--- src/rtl/shifter_pkg.sv ---
// Shared opcode encodings and controller state type for the shift unit.
package shifter_pkg;

  localparam logic [2:0] OpHold  = 3'b000;
  localparam logic [2:0] OpClear = 3'b001;
  localparam logic [2:0] OpLoad  = 3'b010;
  localparam logic [2:0] OpShl   = 3'b011;
  localparam logic [2:0] OpShr   = 3'b100;
  localparam logic [2:0] OpRol   = 3'b101;
  localparam logic [2:0] OpRor   = 3'b110;
  localparam logic [2:0] OpAsr   = 3'b111;

  typedef enum logic {
    StIdle = 1'b0,
    StBusy = 1'b1
  } state_e;

  // Opcodes from SHL upward are the multi-cycle shift/rotate commands.
  function automatic logic is_shift_op(logic [2:0] op);
    return op >= OpShl;
  endfunction

endpackage

--- src/rtl/shift_step.sv ---
// Combinational single-bit shift/rotate step used once per busy cycle.
module shift_step
  import shifter_pkg::*;
#(
  parameter int unsigned WIDTH = 8
) (
  input  logic [2:0]       op_i,
  input  logic [WIDTH-1:0] value_i,
  input  logic             serial_i,
  output logic [WIDTH-1:0] value_o,
  output logic             out_o
);

  always_comb begin
    value_o = value_i;
    out_o   = 1'b0;
    case (op_i)
      OpShl: begin
        value_o = {value_i[WIDTH-2:0], serial_i};
        out_o   = value_i[WIDTH-1];
      end
      OpShr: begin
        value_o = {serial_i, value_i[WIDTH-1:1]};
        out_o   = value_i[0];
      end
      OpRol: begin
        value_o = {value_i[WIDTH-2:0], value_i[WIDTH-1]};
        out_o   = value_i[WIDTH-1];
      end
      OpRor: begin
        value_o = {value_i[0], value_i[WIDTH-1:1]};
        out_o   = value_i[0];
      end
      OpAsr: begin
        value_o = {value_i[WIDTH-1], value_i[WIDTH-1:1]};
        out_o   = value_i[0];
      end
      default: ;
    endcase
  end

endmodule

--- src/rtl/shift_unit.sv ---
// Multi-cycle shift register unit: single-cycle HOLD/CLEAR/LOAD, N-cycle shifts/rotates.
module shift_unit
  import shifter_pkg::*;
#(
  parameter int unsigned WIDTH = 8,
  parameter int unsigned AMT_W = $clog2(WIDTH)
) (
  input  logic             clockShifter,
  input  logic             resetShifter,
  input  logic             validShifter,
  input  logic [2:0]       comandShifter,
  input  logic [AMT_W-1:0] amountShifter,
  input  logic [WIDTH-1:0] inputShifter,
  input  logic             serialInShifter,
  output logic             readyShifter,
  output logic             doneShifter,
  output logic [WIDTH-1:0] valueShifter,
  output logic             serialOutShifter
);

  state_e             state_q, state_d;
  logic [2:0]         op_q, op_d;
  logic [AMT_W-1:0]   cnt_q, cnt_d;
  logic [WIDTH-1:0]   value_q, value_d;
  logic               sout_q, sout_d;
  logic               done_q, done_d;
  logic [WIDTH-1:0]   step_value;
  logic               step_out;

  shift_step #(
    .WIDTH(WIDTH)
  ) u_shift_step (
    .op_i    (op_q),
    .value_i (value_q),
    .serial_i(serialInShifter),
    .value_o (step_value),
    .out_o   (step_out)
  );

  always_comb begin
    state_d = state_q;
    op_d    = op_q;
    cnt_d   = cnt_q;
    value_d = value_q;
    sout_d  = sout_q;
    done_d  = 1'b0;
    unique case (state_q)
      StIdle: begin
        if (validShifter) begin
          if (is_shift_op(comandShifter) && (amountShifter != '0)) begin
            op_d    = comandShifter;
            cnt_d   = amountShifter;
            state_d = StBusy;
          end else begin
            // Zero-length shifts fall through here and behave as HOLD.
            done_d = 1'b1;
            case (comandShifter)
              OpClear: begin
                value_d = '0;
                sout_d  = 1'b0;
              end
              OpLoad:  value_d = inputShifter;
              default: ;
            endcase
          end
        end
      end
      StBusy: begin
        value_d = step_value;
        sout_d  = step_out;
        cnt_d   = cnt_q - AMT_W'(1);
        if (cnt_q == AMT_W'(1)) begin
          state_d = StIdle;
          done_d  = 1'b1;
        end
      end
      default: state_d = StIdle;
    endcase
  end

  always_ff @(negedge clockShifter) begin
    if (!resetShifter) begin
      state_q <= StIdle;
      op_q    <= OpHold;
      cnt_q   <= '0;
      value_q <= '0;
      sout_q  <= 1'b0;
      done_q  <= 1'b0;
    end else begin
      state_q <= state_d;
      op_q    <= op_d;
      cnt_q   <= cnt_d;
      value_q <= value_d;
      sout_q  <= sout_d;
      done_q  <= done_d;
    end
  end

  assign readyShifter     = (state_q == StIdle);
  assign doneShifter      = done_q;
  assign valueShifter     = value_q;
  assign serialOutShifter = sout_q;

endmodule

--- config.mk ---
export PLATFORM = sky130hd
export DESIGN_NAME = shift_unit
export DESIGN_NICKNAME = d
export VERILOG_FILES = /design/src/rtl/shifter_pkg.sv /design/src/rtl/shift_step.sv /design/src/rtl/shift_unit.sv
export SDC_FILE = /design/constraint.sdc
export NUM_CORES = 1
export LEC_CHECK = 0
export ABC_AREA = 1
export CAP_MARGIN = 20
export CELL_PAD_IN_SITES_DETAIL_PLACEMENT = 1
export CELL_PAD_IN_SITES_GLOBAL_PLACEMENT = 1
export CORE_MARGIN = 5
export CORE_UTILIZATION = 33
export DETAILED_ROUTE_END_ITERATION = 8
export GPL_TIMING_DRIVEN = 0
export PLACE_DENSITY = 0.84
export SETUP_SLACK_MARGIN = 0.4
export SLEW_MARGIN = 30
export SYNTH_ARGS = -nofsm -noshare
export SYNTH_HDL_FRONTEND = slang
export SYNTH_SLANG_ARGS = --single-unit
--- constraint.sdc ---
create_clock -name clockShifter -period 1.4 [get_ports clockShifter]
set_clock_uncertainty 0.15 [all_clocks]
set_input_delay 0.28 -clock clockShifter [delete_from_list [all_inputs] [get_ports clockShifter]]
set_output_delay 0.28 -clock clockShifter [all_outputs]
set_load 0.05 [all_outputs]
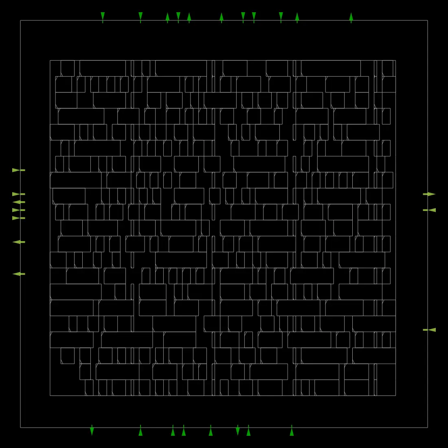
(run_1/placement.png)
final core utilization: 65.9%
placeable core area: 3360 sq um
final standard cell count with taps included and fillers excluded: 303
count of fill cells added during filler insertion: 420
number of sequential cells: 17

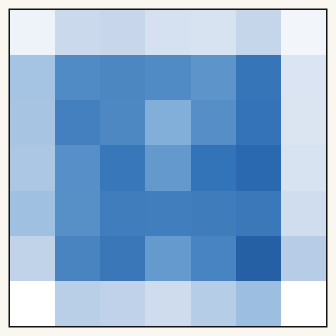
(run_1/cell_density.png)
7 x 7 tiles, from white (low) to dark blue (high), 0 to 100% covered.
The mean over all tiles is 45%. 4.1% of the tiles are nearly empty. The densest ninth of the die: middle. 4.1% of the tiles are over 75% full. The fullest tile reaches 81%.
core utilization before placement: 34.6%

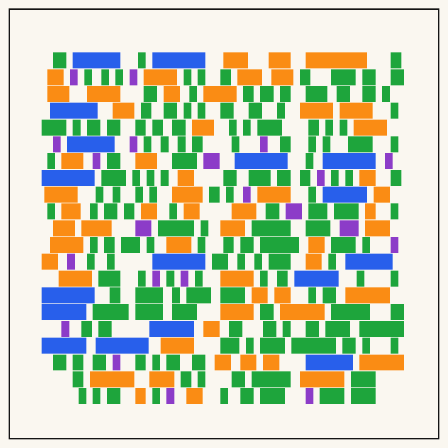
(run_1/placement_by_type.png)
remaining buffers and delay cells: drawn in orange, cells 56, share of their area 30%. clock drivers and dummy loads: drawn in purple, cells 21, share of their area 4.4%. combinational and other logic: drawn in green, cells 163, share of their area 48%. sequential cells: drawn in blue, cells 17, share of their area 17%.
area of all placed cells without fillers: 2220 sq um
share of cell area taken by flip-flops and latches: 16.8%
floorplan row count: 21

==> results_tabular.tex, run 1 <==
% Generated from flow reports
\begin{tabular}{lr}
\hline
Metric & Value \\
\hline
\multicolumn{2}{l}{\textbf{Layout}} \\
\quad Most used cells in the layout excluding fill and tap cells & 37 x nand2\_1, 30 x inv\_1, 27 x nand2\_2 \\
\quad Most common logic cell in the routed design & nand2\_1 \\
\quad Area occupied by multi-input gates & 916 sq um \\
\quad Synth-to-Final Area Change & 90.5\% \\
\quad Sequential cell area & 373 sq um \\
\quad Clock buf count & 3 \\
\multicolumn{2}{l}{\textbf{Worst setup path}} \\
\quad Critical Path End & readyShifter \\
\quad Nature of the critical path endpoint & output pin \\
\quad Worst reg2reg setup slack & -310 ps \\
\quad CP Launch Type & register \\
\quad Cell breakdown of the critical path & buf\_6 > inv\_8 > buf\_12 > buf\_12 \\
\quad WP data required & 970 ps \\
\multicolumn{2}{l}{\textbf{Placement}} \\
\quad Placed cell area & 1590 sq um \\
\quad GPL Wtd Cong & 0.801 \\
\quad Placed instance count & 261 \\
\multicolumn{2}{l}{\textbf{Hold path}} \\
\quad Endpoint of the worst hold path & cnt\_q[1] \\
\quad Worst Hold Class & register to register \\
\multicolumn{2}{l}{\textbf{Timing}} \\
\quad Setup-failing EPs final & 28 \\
\quad Least setup slack across all paths after layout & -886 ps \\
\quad Sum Neg Setup Slack & -10,720 ps \\
\multicolumn{2}{l}{\textbf{Route}} \\
\quad Count of vias placed by the detailed router & 1,646 \\
\multicolumn{2}{l}{\textbf{Clock tree}} \\
\quad CTS tree & yes \\
\multicolumn{2}{l}{\textbf{Yosys}} \\
\quad Synthesized-area fraction occupied by ao, oa, aoi and oai cells & 4.52\% \\
\quad Proportion of register bits with asynchronous set or reset after synthesis & 0\% \\
\quad Top cell type's share of synthesized area & 29.2\% \\
\quad Cell count in the Yosys report & 187 \\
\multicolumn{2}{l}{\textbf{Power and ir drop}} \\
\quad Net switching power & 993 uW \\
\quad Clock share of power & 27.2\% \\
\quad Total power draw & 2100 uW \\
\multicolumn{2}{l}{\textbf{Floorplanning}} \\
\quad Tapcell Cnt & 46 \\
\quad Die W & 69.4 um \\
\multicolumn{2}{l}{\textbf{Run status}} \\
\quad Outcome & finished with violations \\
\quad Failing checks & setup timing \\
\multicolumn{2}{l}{\textbf{Global routing}} \\
\quad Global route total overflow & 0 \\
\quad Met1 GRT Util & 25.4\% \\
\hline
\end{tabular}
## run 1: timing repair
| action | CTS | global route |
|---|---|---|
| setup endpoints to repair | 28 | 28 |
| buffers inserted | 13 | 7 |
| hold buffers | 0 | 0 |
| gates cloned | 2 | 0 |
| pin swaps | 31 | 16 |
| resized | 187 | 36 |
## run 1: tightest hold or removal path, stage by stage (launching register included)
cell and delay, ps:
dfxtp_1 310, nand3_1 100, a21oi_1 60
## run 1: state kept, by name (all words and copies together) (netlist names)
register	count
state_q	1
cnt_q	3
valueShifter	8
doneShifter	1
serialOutShifter	1
op_q	3
## run 1: cells in the mapped netlist (3+ instances only)
cell type / count
nor2_1: 25
inv_1: 19
a21oi_1: 6
inv_2: 5
nand2_1: 69
buf_6: 3
nand3_1: 21
dfxtp_1: 17
o21ai_0: 3
nand3_2: 3
==> run 1 -> run 2 <==
- ABC_CLOCK_PERIOD_IN_PS: unset -> 2140
- CORE_UTILIZATION: 33 -> 30
- PLACE_DENSITY: 0.84 -> 0.78
- clock period: 1.4 -> 2.14 ns (I/O delays scaled with it)
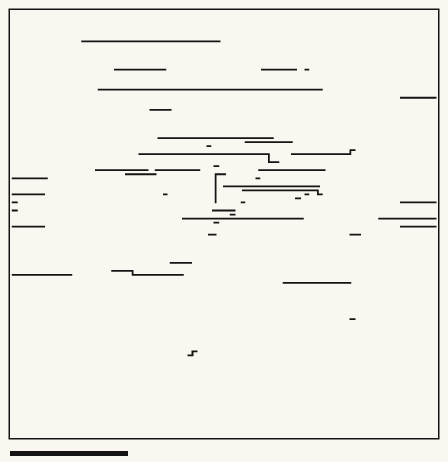
(run_2/layer_met3.png)
Bar = 20 um.
The layer holds 6.1% of the routed length. 31 nets have wire on it.
count of vias placed by the detailed router: 1,553
GR met3 Demand/Resource: 4.99%
drt total wl: 5.40 mm

==> run 2 against run 1 <==
Effect of this change: the run still ends with setup timing left; core utilization is 6.5 points lower; design area decreased by 0.45%; critical endpoint unchanged; sequential power decreased by 35%; register-to-register slack gained 780 ps.
==> results_tabular.tex, run 2 <==
% Generated from flow reports
\begin{tabular}{lr}
\hline
Metric & Value \\
\hline
\multicolumn{2}{l}{\textbf{Floorplanning}} \\
\quad Floorplan row count & 22 (was 21) \\
\quad Die W & 72.3 um (was 69.4 um) \\
\quad Placeable core area & 3720 sq um (was 3360 sq um) \\
\quad Core utilization before placement & 31.3\% (was 34.6\%) \\
\multicolumn{2}{l}{\textbf{Layout}} \\
\quad Most used cells in the layout excluding fill and tap cells & 39 x nand2\_1, 32 x inv\_1, 20 x nand2\_2 (was 37 x nand2\_1, 30 x inv\_1, 27 x nand2\_2) \\
\quad Sequential cell area & 374 sq um (was 373 sq um) \\
\quad Synth-to-Final Area Change & 89.7\% (was 90.5\%) \\
\quad Max FFs per register & 8 (unchanged) \\
\quad Most common logic cell in the routed design & nand2\_1 (unchanged) \\
\quad Area occupied by multi-input gates & 913 sq um (was 916 sq um) \\
\quad Final core utilization & 59.4\% (was 65.9\%) \\
\quad Area of all placed cells without fillers & 2210 sq um (was 2220 sq um) \\
\quad Final standard cell count with taps included and fillers excluded & 301 (was 303) \\
\multicolumn{2}{l}{\textbf{Timing}} \\
\quad Setup-failing EPs final & 22 (was 28) \\
\quad Slew HR & 79.7\% (was 78.3\%) \\
\quad Sum Neg Setup Slack & -4770 ps (was -10,720 ps) \\
\quad Least setup slack across all paths after layout & -543 ps (was -886 ps) \\
\multicolumn{2}{l}{\textbf{Yosys}} \\
\quad Leading register cell type out of synthesis & dfxtp\_1 (unchanged) \\
\quad Top cells by count & 69 x nand2\_1, 25 x nor2\_1, 21 x nand3\_1 (unchanged) \\
\quad Cell count in the Yosys report & 187 (unchanged) \\
\quad Dominant cell by count in the synthesized netlist & nand2\_1 (unchanged) \\
\quad Top cell type's share of synthesized area & 29.2\% (unchanged) \\
\quad Number of flops mapped to enable cells by yosys & 0 (unchanged) \\
\quad Proportion of register bits with asynchronous set or reset after synthesis & 0\% (unchanged) \\
\quad Synthesized-area fraction occupied by ao, oa, aoi and oai cells & 4.52\% (unchanged) \\
\quad Registers, synthesis & 17 (unchanged) \\
\multicolumn{2}{l}{\textbf{Power and ir drop}} \\
\quad Net switching power & 597 uW (was 993 uW) \\
\quad Total power draw & 1480 uW (was 2100 uW) \\
\quad Power density over cell area & 671 nW/um\^{}2 (was 949 nW/um\^{}2) \\
\multicolumn{2}{l}{\textbf{Worst setup path}} \\
\quad Nature of the critical path endpoint & output pin (unchanged) \\
\quad Cell breakdown of the critical path & buf\_6 > inv\_8 > buf\_12 > buf\_12 (unchanged) \\
\quad WP data required & 1560 ps (was 970 ps) \\
\multicolumn{2}{l}{\textbf{Placement}} \\
\quad GPL Wtd Cong & 0.741 (was 0.801) \\
\quad Placed instance count & 263 (was 261) \\
\quad Placed cell area & 1590 sq um (about the same) \\
\multicolumn{2}{l}{\textbf{Clock tree}} \\
\quad H-tree levels & 1 (unchanged) \\
\quad CTS tree & yes (unchanged) \\
\quad Number of CTS-inserted buffers & 3 (unchanged) \\
\quad Number of buffers added to fix hold violations after cts & 0 (unchanged) \\
\quad Clock latency on the worst-skew pair & 350 ps (was 410 ps) \\
\multicolumn{2}{l}{\textbf{Hold path}} \\
\quad Worst Hold Class & register to register (unchanged) \\
\multicolumn{2}{l}{\textbf{Global routing}} \\
\quad Met1 GRT Util & 22.1\% (was 25.4\%) \\
\quad Global route total overflow & 0 (unchanged) \\
\multicolumn{2}{l}{\textbf{Route}} \\
\quad Pre-Repair DR Iteration Count & 4 (unchanged) \\
\multicolumn{2}{l}{\textbf{Run status}} \\
\quad Failing checks & setup timing (unchanged) \\
\quad Outcome & finished with violations (unchanged) \\
\hline
\end{tabular}
[run 2: worst paths after layout]
check | start | endpoint | slack, ps | cells after the start
hold reg to reg | cnt_q[1] | cnt_q[1] | 330 | 2
setup reg to reg | op_q[0] | valueShifter[5] | 470 | 7
hold / removal | cnt_q[1] | cnt_q[1] | 330 | 2
setup / recovery | state_q | readyShifter | -540 | 4
[run 2: area by class of cell]
class                      count  area share [%]
sequential                    17            17.0
clock buffer                   3            1.87
buffer                         6            3.40
tap                           48            2.72
timing repair buffer          46            23.9
multi-input combinational    140            41.4
inverter                      23            5.56
clock inverter                18            4.25
[run 2: timing repair]
item | 4_1_cts | 5_1_grt
buffers inserted | 12 | 4
cloned | 2 | 0
resized | 171 | 52
setup endpoints to repair | 28 | 28
pin swaps | 27 | 29
==> run 2 -> run 3 <==
- SLEW_MARGIN: 30 -> 20
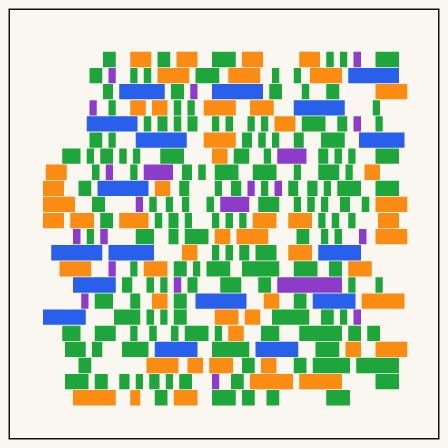
(run_3/placement_by_type.png)
sequential cells: drawn in blue, cells 17, share of their area 17%. clock drivers and dummy loads: drawn in purple, cells 21, share of their area 6.3%. remaining buffers and delay cells: drawn in orange, cells 52, share of their area 28%. combinational and other logic: drawn in green, cells 163, share of their area 48%.
placeable core area: 3720 sq um
share of cell area taken by flip-flops and latches: 17.0%
area of all placed cells without fillers: 2210 sq um
final core utilization: 59.4%
floorplan row count: 22

==> run 3 against run 2 <==
Effect of this change: the run still ends with setup timing left; via count stayed put; total power unchanged; sequential power about the same; worst setup slack unchanged; clock-buffer cell count stayed put; critical path type unchanged; sequential share of layout area unchanged; first-iteration DRC count is the same; non-clock buffer count unchanged.
==> results_tabular.tex, run 3 <==
% Generated from flow reports
\begin{tabular}{lr}
\hline
Metric & Value \\
\hline
\multicolumn{2}{l}{\textbf{Run status}} \\
\quad Outcome & finished with violations (unchanged) \\
\quad Failing checks & setup timing (unchanged) \\
\multicolumn{2}{l}{\textbf{Route}} \\
\quad Pre-Repair DR Iteration Count & 4 (unchanged) \\
\quad Drt total wl & 5.40 mm (unchanged) \\
\quad Count of vias placed by the detailed router & 1,553 (unchanged) \\
\quad Avg WL per Cell & 17.9 um (unchanged) \\
\quad Met1 layer wirelength in the final routing & 2.16 mm (unchanged) \\
\quad Metal2 WL & 2.73 mm (unchanged) \\
\multicolumn{2}{l}{\textbf{Floorplanning}} \\
\quad Core utilization before placement & 31.3\% (unchanged) \\
\quad Die Span Y & 72.3 um (unchanged) \\
\quad Area of the chip & 5220 sq um (unchanged) \\
\quad Die W & 72.3 um (unchanged) \\
\multicolumn{2}{l}{\textbf{Yosys}} \\
\quad Number of distinct standard cells referenced by the synthesized netlist & 22 (unchanged) \\
\quad Number of flops mapped to enable cells by yosys & 0 (unchanged) \\
\quad Proportion of register bits with asynchronous set or reset after synthesis & 0\% (unchanged) \\
\quad Leading register cell type out of synthesis & dfxtp\_1 (unchanged) \\
\quad Cell accounting for the most synthesized area & dfxtp\_1 (unchanged) \\
\quad Yosys synthesis warning count & 0 (unchanged) \\
\quad Instance tally after logic synthesis & 187 (unchanged) \\
\quad Top cells by count & 69 x nand2\_1, 25 x nor2\_1, 21 x nand3\_1 (unchanged) \\
\quad Top cell type's share of synthesized area & 29.2\% (unchanged) \\
\quad Dominant cell by count in the synthesized netlist & nand2\_1 (unchanged) \\
\quad Netlist Area Pre-Place & 1160 sq um (unchanged) \\
\quad Cell count in the Yosys report & 187 (unchanged) \\
\quad Registers, synthesis & 17 (unchanged) \\
\multicolumn{2}{l}{\textbf{Power and ir drop}} \\
\quad Static Leakage & 0.00110 uW (unchanged) \\
\quad Combinational power & 568 uW (about the same) \\
\quad Power in the clock group & 534 uW (about the same) \\
\quad Total power draw & 1480 uW (unchanged) \\
\quad Top contributor to total power & combinational cells (unchanged) \\
\quad Net switching power & 597 uW (unchanged) \\
\quad Clock share of power & 36.0\% (about the same) \\
\quad Power density over cell area & 671 nW/um\^{}2 (unchanged) \\
\quad Sequential share of power & 25.6\% (about the same) \\
\multicolumn{2}{l}{\textbf{Layout}} \\
\quad Number of nets at the end of the flow & 274 (unchanged) \\
\quad Antenna diode count & 0 (unchanged) \\
\quad Most used cells in the layout excluding fill and tap cells & 39 x nand2\_1, 32 x inv\_1, 20 x nand2\_2 (unchanged) \\
\quad Synth-to-Final Area Change & 89.7\% (unchanged) \\
\quad Most common logic cell in the routed design & nand2\_1 (unchanged) \\
\quad Final standard cell count with taps included and fillers excluded & 301 (unchanged) \\
\quad Max FFs per register & 8 (unchanged) \\
\multicolumn{2}{l}{\textbf{Worst setup path}} \\
\quad WP data required & 1560 ps (about the same) \\
\quad Nature of the critical path endpoint & output pin (unchanged) \\
\quad End of the worst register-to-register path & valueShifter[5] (unchanged) \\
\quad Cell breakdown of the critical path & buf\_6 > inv\_8 > buf\_12 > buf\_12 (unchanged) \\
\quad Startpoint of the lowest-slack register-to-register path & op\_q[0] (unchanged) \\
\quad Depth of the worst register-to-register path & 7 (unchanged) \\
\quad Worst path depth & 4 (unchanged) \\
\quad Worst setup path startpoint & state\_q (unchanged) \\
\quad Critical Path End & readyShifter (unchanged) \\
\quad Highest-delay cell along the critical path & dfxtp\_2 (unchanged) \\
\quad Worst reg2reg setup slack & 470 ps (about the same) \\
\quad CP Launch Type & register (unchanged) \\
\quad Number of buffer and inverter stages on the critical path & 4 (unchanged) \\
\multicolumn{2}{l}{\textbf{Placement}} \\
\quad Placed cell area & 1590 sq um (unchanged) \\
\quad Placed instance count & 263 (unchanged) \\
\quad Buffers added on ports & 28 (unchanged) \\
\quad GPL Wtd Cong & 0.741 (unchanged) \\
\quad Pre-CTS WS & -1090 ps (unchanged) \\
\multicolumn{2}{l}{\textbf{Clock tree}} \\
\quad Number of CTS-inserted buffers & 3 (unchanged) \\
\quad Total number of clock tree sinks & 17 (unchanged) \\
\quad CTS tree & yes (unchanged) \\
\quad Number of buffers added to fix hold violations after cts & 0 (unchanged) \\
\quad Clock latency on the worst-skew pair & 350 ps (about the same) \\
\quad H-tree levels & 1 (unchanged) \\
\multicolumn{2}{l}{\textbf{Timing}} \\
\quad Slew HR & 79.7\% (unchanged) \\
\quad Minimum hold slack & 329 ps (unchanged) \\
\quad Sum Neg Setup Slack & -4770 ps (unchanged) \\
\quad Setup-failing EPs final & 22 (unchanged) \\
\quad Least setup slack across all paths after layout & -543 ps (unchanged) \\
\multicolumn{2}{l}{\textbf{Job}} \\
\quad OpenROAD warning count & 47 (unchanged) \\
\multicolumn{2}{l}{\textbf{Global routing}} \\
\quad Number of global-route vias before repair & 1,561 (unchanged) \\
\quad Most Crowded Layer GR & met2 (unchanged) \\
\quad Overall track demand over capacity in global routing & 18.4\% (unchanged) \\
\quad Met2 layer usage reported by global route & 31.4\% (unchanged) \\
\quad Global route total overflow & 0 (unchanged) \\
\quad GR met3 Demand/Resource & 4.99\% (unchanged) \\
\quad Met1 GRT Util & 22.1\% (unchanged) \\
\multicolumn{2}{l}{\textbf{Hold path}} \\
\quad Worst Hold Class & register to register (unchanged) \\
\quad Worst min-delay path startpoint & cnt\_q[1] (unchanged) \\
\quad Cells on Worst Hold Path & 2 (unchanged) \\
\quad Endpoint of the worst hold path & cnt\_q[1] (unchanged) \\
\hline
\end{tabular}
[run 3: cells by family after synthesis]
family                     synth area share, %
buffers and inverters                     13.1
DFF                                       29.2
and+or+nand+nor                           50.2
adders and majority gates                 2.15
xor gates and xnor gates                 0.753
AOI/OAI and AO/OA                         4.52
[run 3: cell type report]
type / instances / area [sq um]
Clock buffer: 3 / 41.3
Fill cell: 439 / 1510
Sequential cell: 17 / 374
Timing Repair Buffer: 46 / 527
Buffer: 6 / 75.1
Clock inverter: 18 / 93.8
Tap cell: 48 / 60.1
Multi-Input combinational cell: 140 / 913
Inverter: 23 / 123
[run 3: repair_timing]
item | CTS | global route
gates resized | 171 | 52
buffers inserted | 12 | 4
cloned | 2 | 0
pin swaps | 27 | 29
endpoints found under the setup margin | 28 | 28
Power figures rest on the tool's default switching activity, not on a simulated workload.
